Routing congestion:
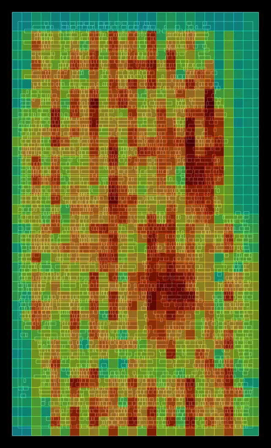
Sizing map:
(1.5 px per um)
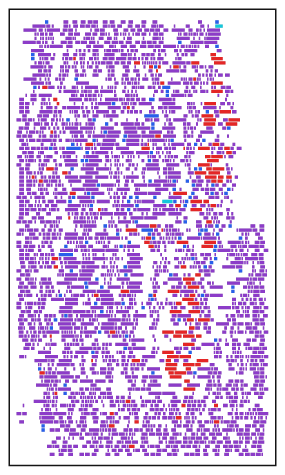
M3 wires:
(2 px per um)
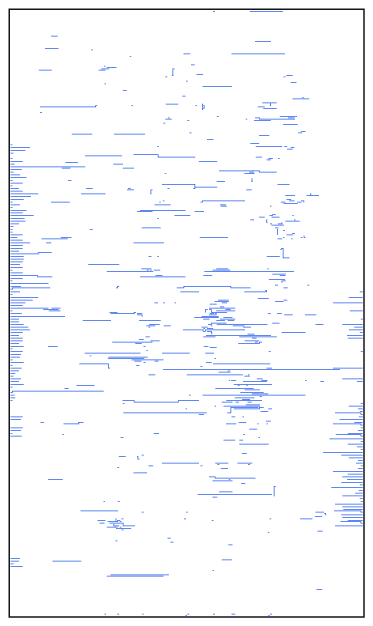
Cell classes on the final placement:
(1.5 px per um) Fill, decap, tap and diode cells in gray.
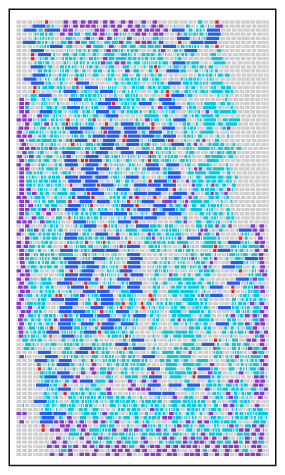
===== config.mk =====
export PLATFORM = sky130hd
export DESIGN_NAME = memory_service_scheduler_flat
export DESIGN_NICKNAME = d
export VERILOG_FILES = /design/src/rtl/memory_service_scheduler_pkg.sv /design/src/rtl/memory_service_scheduler_if.sv /design/src/rtl/memory_service_scheduler_rr_picker.sv /design/src/rtl/memory_service_scheduler.sv /design/src/flat_wrapper.sv
export SDC_FILE = /design/constraint.sdc
export NUM_CORES = 1
export LEC_CHECK = 0
export CORE_ASPECT_RATIO = 1.75
export CORE_MARGIN = 4
export CORE_UTILIZATION = 45
export CTS_BUF_LIST = sky130_fd_sc_hd__clkbuf_4
export DETAILED_ROUTE_END_ITERATION = 8
export PLACE_DENSITY = 0.7
export SYNTH_ARGS = -nofsm -noshare
export SYNTH_HDL_FRONTEND = slang
export SYNTH_HIERARCHICAL = 1
export SYNTH_SLANG_ARGS = --single-unit

===== constraint.sdc =====
create_clock -name clk -period 6.59 [get_ports clk]
set_input_delay 0.9885 -clock clk [delete_from_list [all_inputs] [get_ports clk]]
set_output_delay 0.9885 -clock clk [all_outputs]
set_load 0.02 [all_outputs]

===== src/rtl/memory_service_scheduler_pkg.sv =====
// Shared types and defaults for the memory service scheduler: FSM states,
// requester-index encoding and default tuning constants.
package mss_pkg;

    typedef enum logic [1:0] {IDLE, GRANT, WAIT, COOL} state_t;

    // Requester index: bit 3 = direction (0 write side, 1 read side), bits 2:0 = channel.
    localparam int IDX_W = 4;
    typedef logic [IDX_W-1:0] req_idx_t;
    typedef logic [2:0]       chan_t;

    localparam int DEF_NUM_CH     = 8;
    localparam int DEF_ADDR_WIDTH = 11;
    localparam int DEF_BURST_LEN  = 32;
    localparam int DEF_LOW_WATER  = 128;
    localparam int DEF_HIGH_WATER = 1536;
    localparam int DEF_TIMEOUT    = 4096;

    function automatic logic idx_dir(input req_idx_t idx);
        return idx[3];
    endfunction

    function automatic chan_t idx_chan(input req_idx_t idx);
        return idx[2:0];
    endfunction

    function automatic req_idx_t make_idx(input logic dir, input chan_t chan);
        return {dir, chan};
    endfunction

endpackage


===== src/rtl/memory_service_scheduler_if.sv =====
// Grant handshake between the scheduler (master) and the memory arbitrator (slave).
interface memory_service_scheduler_if;
    import mss_pkg::*;

    logic       grant_valid;
    logic       grant_ready;
    logic       grant_dir;
    chan_t      grant_chan;
    logic [7:0] grant_len;
    logic       xfer_done;
    logic       busy;

    modport master (
        output grant_valid, grant_dir, grant_chan, grant_len, busy,
        input  grant_ready, xfer_done
    );

    modport slave (
        input  grant_valid, grant_dir, grant_chan, grant_len, busy,
        output grant_ready, xfer_done
    );

endinterface


===== src/rtl/memory_service_scheduler_rr_picker.sv =====
// Round-robin picker: first set request bit at or after the pointer, wrapping.
module rr_picker #(
    parameter int N  = 16,
    parameter int IW = 4
) (
    input  logic [N-1:0]  i_req,
    input  logic [IW-1:0] i_ptr,
    output logic [IW-1:0] o_idx,
    output logic          o_found
);

    logic [IW-1:0] w_cand;

    // Scan from farthest to nearest so the closest set bit to the pointer wins last.
    always_comb begin
        o_idx   = '0;
        o_found = 1'b0;
        w_cand  = '0;
        for (int k = N - 1; k >= 0; k--) begin
            w_cand = i_ptr + IW'(k);
            if (i_req[w_cand]) begin
                o_idx   = w_cand;
                o_found = 1'b1;
            end
        end
    end

endmodule


===== src/rtl/memory_service_scheduler.sv =====
// Memory service scheduler: watches 16 tracking FIFOs, registers request and
// urgency vectors, and issues one round-robin burst grant at a time.
module memory_service_scheduler
    import mss_pkg::*;
#(
    parameter int NUM_CH     = DEF_NUM_CH,
    parameter int ADDR_WIDTH = DEF_ADDR_WIDTH,
    parameter int BURST_LEN  = DEF_BURST_LEN,
    parameter int LOW_WATER  = DEF_LOW_WATER,
    parameter int HIGH_WATER = DEF_HIGH_WATER,
    parameter int TIMEOUT    = DEF_TIMEOUT
) (
    input  logic                         clk,
    input  logic                         reset,
    input  logic [NUM_CH*ADDR_WIDTH-1:0] write_in_addrs,
    input  logic [NUM_CH*ADDR_WIDTH-1:0] write_out_addrs,
    input  logic [NUM_CH*ADDR_WIDTH-1:0] read_in_addrs,
    input  logic [NUM_CH*ADDR_WIDTH-1:0] read_out_addrs,
    input  logic [NUM_CH-1:0]            ram_avail,
    input  logic [2*NUM_CH-1:0]          chan_enable,
    memory_service_scheduler_if.master   gnt
);

    localparam int REQ_N = 2 * NUM_CH;
    localparam int AGE_W = $clog2(TIMEOUT + 1);
    localparam logic [ADDR_WIDTH-1:0] BURST_A = ADDR_WIDTH'(BURST_LEN);
    localparam logic [ADDR_WIDTH-1:0] LOW_A   = ADDR_WIDTH'(LOW_WATER);
    localparam logic [ADDR_WIDTH-1:0] HIGH_A  = ADDR_WIDTH'(HIGH_WATER);
    localparam logic [AGE_W-1:0]      AGE_MAX = AGE_W'(TIMEOUT);

    logic [ADDR_WIDTH-1:0] w_wfill  [NUM_CH];
    logic [ADDR_WIDTH-1:0] w_rfill  [NUM_CH];
    logic [ADDR_WIDTH-1:0] w_rspace [NUM_CH];
    logic [NUM_CH-1:0]     w_wreq, w_wurg, w_wflush, w_rreq, w_rurg;
    logic [AGE_W-1:0]      r_age [NUM_CH];

    logic [REQ_N-1:0]      r_req, r_urg;
    logic [NUM_CH-1:0]     r_flush;
    logic [7:0]            r_flush_len [NUM_CH];

    state_t                r_state;
    logic                  r_grant_valid, r_grant_dir, r_busy, r_cool;
    chan_t                 r_grant_chan;
    logic [7:0]            r_grant_len;
    req_idx_t              r_rr_ptr, r_win;

    req_idx_t              w_urg_idx, w_all_idx, w_win;
    logic                  w_urg_found, w_all_found, w_latch;
    logic [7:0]            w_win_len;

    genvar gi;
    generate
        for (gi = 0; gi < NUM_CH; gi++) begin : g_chan
            assign w_wfill[gi]  = write_in_addrs[gi*ADDR_WIDTH +: ADDR_WIDTH]
                                - write_out_addrs[gi*ADDR_WIDTH +: ADDR_WIDTH];
            assign w_rfill[gi]  = read_in_addrs[gi*ADDR_WIDTH +: ADDR_WIDTH]
                                - read_out_addrs[gi*ADDR_WIDTH +: ADDR_WIDTH];
            assign w_rspace[gi] = '1 - w_rfill[gi];

            assign w_wurg[gi]   = chan_enable[gi] && (w_wfill[gi] >= HIGH_A);
            assign w_wflush[gi] = chan_enable[gi] && (w_wfill[gi] != '0)
                                && (w_wfill[gi] < BURST_A) && (r_age[gi] == AGE_MAX);
            assign w_wreq[gi]   = (chan_enable[gi] && (w_wfill[gi] >= BURST_A))
                                || w_wurg[gi] || w_wflush[gi];

            assign w_rreq[gi]   = chan_enable[NUM_CH+gi] && ram_avail[gi]
                                && (w_rspace[gi] >= BURST_A);
            assign w_rurg[gi]   = w_rreq[gi] && (w_rfill[gi] < LOW_A);

            // Age counter: time a partial write burst has waited; cleared when empty, disabled or granted.
            always_ff @(posedge clk or negedge reset) begin
                if (!reset)
                    r_age[gi] <= '0;
                else if ((w_wfill[gi] == '0) || !chan_enable[gi]
                         || (w_latch && (w_win == make_idx(1'b0, chan_t'(gi)))))
                    r_age[gi] <= '0;
                else if (r_age[gi] != AGE_MAX)
                    r_age[gi] <= r_age[gi] + 1'b1;
            end

            // Keep the flush length alongside the registered request so the grant matches it.
            always_ff @(posedge clk or negedge reset) begin
                if (!reset)
                    r_flush_len[gi] <= '0;
                else
                    r_flush_len[gi] <= w_wfill[gi][7:0];
            end
        end
    endgenerate

    // Register request, urgency and flush vectors every cycle.
    always_ff @(posedge clk or negedge reset) begin
        if (!reset) begin
            r_req   <= '0;
            r_urg   <= '0;
            r_flush <= '0;
        end else begin
            r_req   <= {w_rreq, w_wreq};
            r_urg   <= {w_rurg, w_wurg};
            r_flush <= w_wflush;
        end
    end

    rr_picker #(.N(REQ_N), .IW(IDX_W)) u_pick_urg (
        .i_req  (r_urg),
        .i_ptr  (r_rr_ptr),
        .o_idx  (w_urg_idx),
        .o_found(w_urg_found)
    );

    rr_picker #(.N(REQ_N), .IW(IDX_W)) u_pick_all (
        .i_req  (r_req),
        .i_ptr  (r_rr_ptr),
        .o_idx  (w_all_idx),
        .o_found(w_all_found)
    );

    // Urgent requests pre-empt the normal round-robin order.
    assign w_win     = w_urg_found ? w_urg_idx : w_all_idx;
    assign w_latch   = (r_state == IDLE) && w_all_found;
    assign w_win_len = (!idx_dir(w_win) && r_flush[idx_chan(w_win)])
                     ? r_flush_len[idx_chan(w_win)] : 8'(BURST_LEN);

    // Grant FSM: latch a winner, hold it until accepted, wait for completion, then cool down.
    always_ff @(posedge clk or negedge reset) begin
        if (!reset) begin
            r_state       <= IDLE;
            r_grant_valid <= 1'b0;
            r_grant_dir   <= 1'b0;
            r_grant_chan  <= '0;
            r_grant_len   <= '0;
            r_busy        <= 1'b0;
            r_rr_ptr      <= '0;
            r_win         <= '0;
            r_cool        <= 1'b0;
        end else begin
            case (r_state)
                IDLE: if (w_all_found) begin
                    r_state       <= GRANT;
                    r_grant_valid <= 1'b1;
                    r_grant_dir   <= idx_dir(w_win);
                    r_grant_chan  <= idx_chan(w_win);
                    r_grant_len   <= w_win_len;
                    r_win         <= w_win;
                end
                GRANT: if (gnt.grant_ready) begin
                    r_state       <= WAIT;
                    r_grant_valid <= 1'b0;
                    r_busy        <= 1'b1;
                    r_rr_ptr      <= r_win + IDX_W'(1);
                end
                WAIT: if (gnt.xfer_done) begin
                    r_state <= COOL;
                    r_busy  <= 1'b0;
                    r_cool  <= 1'b0;
                end
                COOL: begin
                    r_cool <= 1'b1;
                    if (r_cool)
                        r_state <= IDLE;
                end
                default: r_state <= IDLE;
            endcase
        end
    end

    assign gnt.grant_valid = r_grant_valid;
    assign gnt.grant_dir   = r_grant_dir;
    assign gnt.grant_chan  = r_grant_chan;
    assign gnt.grant_len   = r_grant_len;
    assign gnt.busy        = r_busy;

endmodule


===== src/flat_wrapper.sv =====
// flat-port wrapper written by rule: the top's interface ports become plain ports
module memory_service_scheduler_flat import mss_pkg::*;
#(
    parameter int NUM_CH     = DEF_NUM_CH,
    parameter int ADDR_WIDTH = DEF_ADDR_WIDTH,
    parameter int BURST_LEN  = DEF_BURST_LEN,
    parameter int LOW_WATER  = DEF_LOW_WATER,
    parameter int HIGH_WATER = DEF_HIGH_WATER,
    parameter int TIMEOUT    = DEF_TIMEOUT
)
  (clk, reset, write_in_addrs, write_out_addrs, read_in_addrs, read_out_addrs, ram_avail, chan_enable, gnt_grant_valid, gnt_grant_dir, gnt_grant_chan, gnt_grant_len, gnt_busy, gnt_grant_ready, gnt_xfer_done);
  memory_service_scheduler_if gnt_i ();
  input  logic clk;
  input  logic reset;
  input  logic [NUM_CH*ADDR_WIDTH-1:0] write_in_addrs;
  input  logic [NUM_CH*ADDR_WIDTH-1:0] write_out_addrs;
  input  logic [NUM_CH*ADDR_WIDTH-1:0] read_in_addrs;
  input  logic [NUM_CH*ADDR_WIDTH-1:0] read_out_addrs;
  input  logic [NUM_CH-1:0] ram_avail;
  input  logic [2*NUM_CH-1:0] chan_enable;
  output wire logic [$bits(gnt_i.grant_valid)-1:0] gnt_grant_valid;
  output wire logic [$bits(gnt_i.grant_dir)-1:0] gnt_grant_dir;
  output wire logic [$bits(gnt_i.grant_chan)-1:0] gnt_grant_chan;
  output wire logic [$bits(gnt_i.grant_len)-1:0] gnt_grant_len;
  output wire logic [$bits(gnt_i.busy)-1:0] gnt_busy;
  input wire logic [$bits(gnt_i.grant_ready)-1:0] gnt_grant_ready;
  input wire logic [$bits(gnt_i.xfer_done)-1:0] gnt_xfer_done;
  assign gnt_grant_valid = gnt_i.grant_valid;
  assign gnt_grant_dir = gnt_i.grant_dir;
  assign gnt_grant_chan = gnt_i.grant_chan;
  assign gnt_grant_len = gnt_i.grant_len;
  assign gnt_busy = gnt_i.busy;
  assign gnt_i.grant_ready = gnt_grant_ready;
  assign gnt_i.xfer_done = gnt_xfer_done;
  memory_service_scheduler #(.NUM_CH(NUM_CH), .ADDR_WIDTH(ADDR_WIDTH), .BURST_LEN(BURST_LEN), .LOW_WATER(LOW_WATER), .HIGH_WATER(HIGH_WATER), .TIMEOUT(TIMEOUT)) u_core (.clk(clk), .reset(reset), .write_in_addrs(write_in_addrs), .write_out_addrs(write_out_addrs), .read_in_addrs(read_in_addrs), .read_out_addrs(read_out_addrs), .ram_avail(ram_avail), .chan_enable(chan_enable), .gnt(gnt_i));
endmodule

==> results.sh <==
# implementation run metrics
export IMPL_ys_top_cells_by_count="282 x inv_1, 229 x dfrtp_1, 229 x nand2_1"
export IMPL_logic_area_mm2=0.0152
export IMPL_clkLatencyLatePin_ns=0.73
export IMPL_die_y_um=303
export IMPL_routedWlPerCell_um=19.5
export IMPL_maxSlewHeadroom=0.227
export IMPL_antennaDiodeCount=10
export IMPL_bufAreaShareNonClock=0.154
export IMPL_crit_path_start_kind="flip-flop"
export IMPL_nMultiInputCombCells=2013
export IMPL_fmax_ghz=0.167
export IMPL_comb_share=0.546
export IMPL_required_ns=7.21
export IMPL_antenna_found_initial=9
export IMPL_clock_sinks=229
export IMPL_cellLeakagePower_uw=0.0123
export IMPL_vdd_drop_max_uv=568
export IMPL_clkSlewWorstSetupHoldPaths_ns=0.07
export IMPL_die_x_um=177
export IMPL_dpl_cell_area_mm2=0.0271
export IMPL_path_depth=15
export IMPL_netlist_area_mm2=0.0224
export IMPL_cp_slowest_cell="a211oi_1"
export IMPL_clock_area_frac=0.0250
export IMPL_post_route_min_period_ns=5.99
export IMPL_hpwl_mm=59.5
export IMPL_synth_stat_cells=2604
export IMPL_yosys_top_cells_area="dfrtp_1 26%, ha_1 11%, xnor2_1 5.4%, inv_1 4.7%, mux4_2 4.7%"
export IMPL_powerDensity_mw_per_mm2=394
export IMPL_area_growth_pct=24.4
export IMPL_root_buffer="clkbuf_4"
export IMPL_crit_chain="inv_1 > buf_4 > ha_1 > mux4_2 > mux4_2 > o21ai_0 > a21oi_1 > o21ai_0 > a21oi_1 > a211oi_1 > mux2_2 > mux4_2 > a32oi_1 > a311oi_1 > o21ai_0"
export IMPL_hold_viol=0
export IMPL_dominant_cells="combinational gates"
export IMPL_numCtsBuffers=57
export IMPL_lay_top_cells="392 x clkdlybuf4s50_1, 282 x inv_1, 229 x nand2_1, 228 x dfrtp_1, 195 x ha_1"
export IMPL_drc=0
export IMPL_post_synth_top_area_cell="dfrtp_1"
export IMPL_post_cts_setup_buffers=0
export IMPL_r2r_start="u_core/r_rr_ptr[1]$_DFFE_PN0P_"
export IMPL_clock_path_buffers=3
export IMPL_maxSlewViolCount=0
export IMPL_yosysWarnings=6
export IMPL_setup_ws_ns=0.596
export IMPL_rrSetupSlack_ns=0.60
export IMPL_synth_nets=3195
export IMPL_grt_use_met3=0.0329
export IMPL_first_pass_iters=5
export IMPL_seq_cells=229
export IMPL_p_clk_frac=0.105
export IMPL_hold_buffers=0
export IMPL_stdcell_count=3737
export IMPL_rsz0062_at_grt="false"
export IMPL_flop_cell="dfrtp_1"
export IMPL_grt_overflow=0
export IMPL_postSynth_asyncResetShare=1.00
export IMPL_wl_met1_mm=25.2
export IMPL_inv_count=288
export IMPL_placed_cells=3622
export IMPL_path_delay_family="multiplexers"
export IMPL_finalSetupViolCount=0
export IMPL_rows=107
export IMPL_pwr_share_comb=0.730
export IMPL_fin_nets=3618
export IMPL_syn_avg_cell_area_um2=8.60
export IMPL_drive_gt1_frac=0.0840
export IMPL_p_int_uw=5310
export IMPL_postLayoutCoreUtil=0.569
export IMPL_hp_class="input port to async pin"
export IMPL_die_area_mm2=0.0535
export IMPL_most_common_cell="inv_1"
export IMPL_outcome="finished clean"
export IMPL_core_area_mm2=0.0490
export IMPL_cp_buffers_inverters=2
export IMPL_synthCells=2604
export IMPL_wl_met3_mm=3.45
export IMPL_final_cell_area_mm2=0.0279
## Picture notes: 'routing congestion'
GRT Overall Usage: 0.265
grt met1 use: 0.270
GRT met2 Usage: 0.514

## Picture notes: 'sizing map'
size	color	cells	share
x3 and x4	blue	129	4.2%
x6 and larger	cyan	2	0.065%
x2	red	127	4.1%
x1 and smaller	purple	2815	92%

## Picture notes: 'M3 wires'
main direction	horizontal
wire length on this layer	3450 um
nets with wire on the layer	396
share of all routed wire	4.7%

## Picture notes: 'cell classes on the final placement'
class	color	cells
remaining logic cells	cyan	2301
clock drivers and dummy loads	red	105
registers	blue	229
remaining buffers and delay cells	purple	438

cell families after synthesis:
group           after synthesis  synth area share
simple gates                876             0.197
compound gates              565             0.175
buf+inv                     362            0.0660
flops                       229             0.256
xor+xnor                    213            0.0840
fa+ha+maj                   211             0.123
mux                         148            0.0994
registers in the layout, summed over array words and instances, names as in the netlist:
register and count:
u_core/r_age 104, u_core/r_flush_len 64, u_core/gnt.grant_len 8, u_core/gnt.grant_dir 1
u_core/r_rr_ptr 4, u_core/r_cool 1, u_core/gnt.grant_valid 1, u_core/r_win 1
u_core/r_req 16, u_core/gnt.grant_chan 2, u_core/r_urg 16, u_core/gnt.busy 1
u_core/r_state 2, u_core/r_flush 8
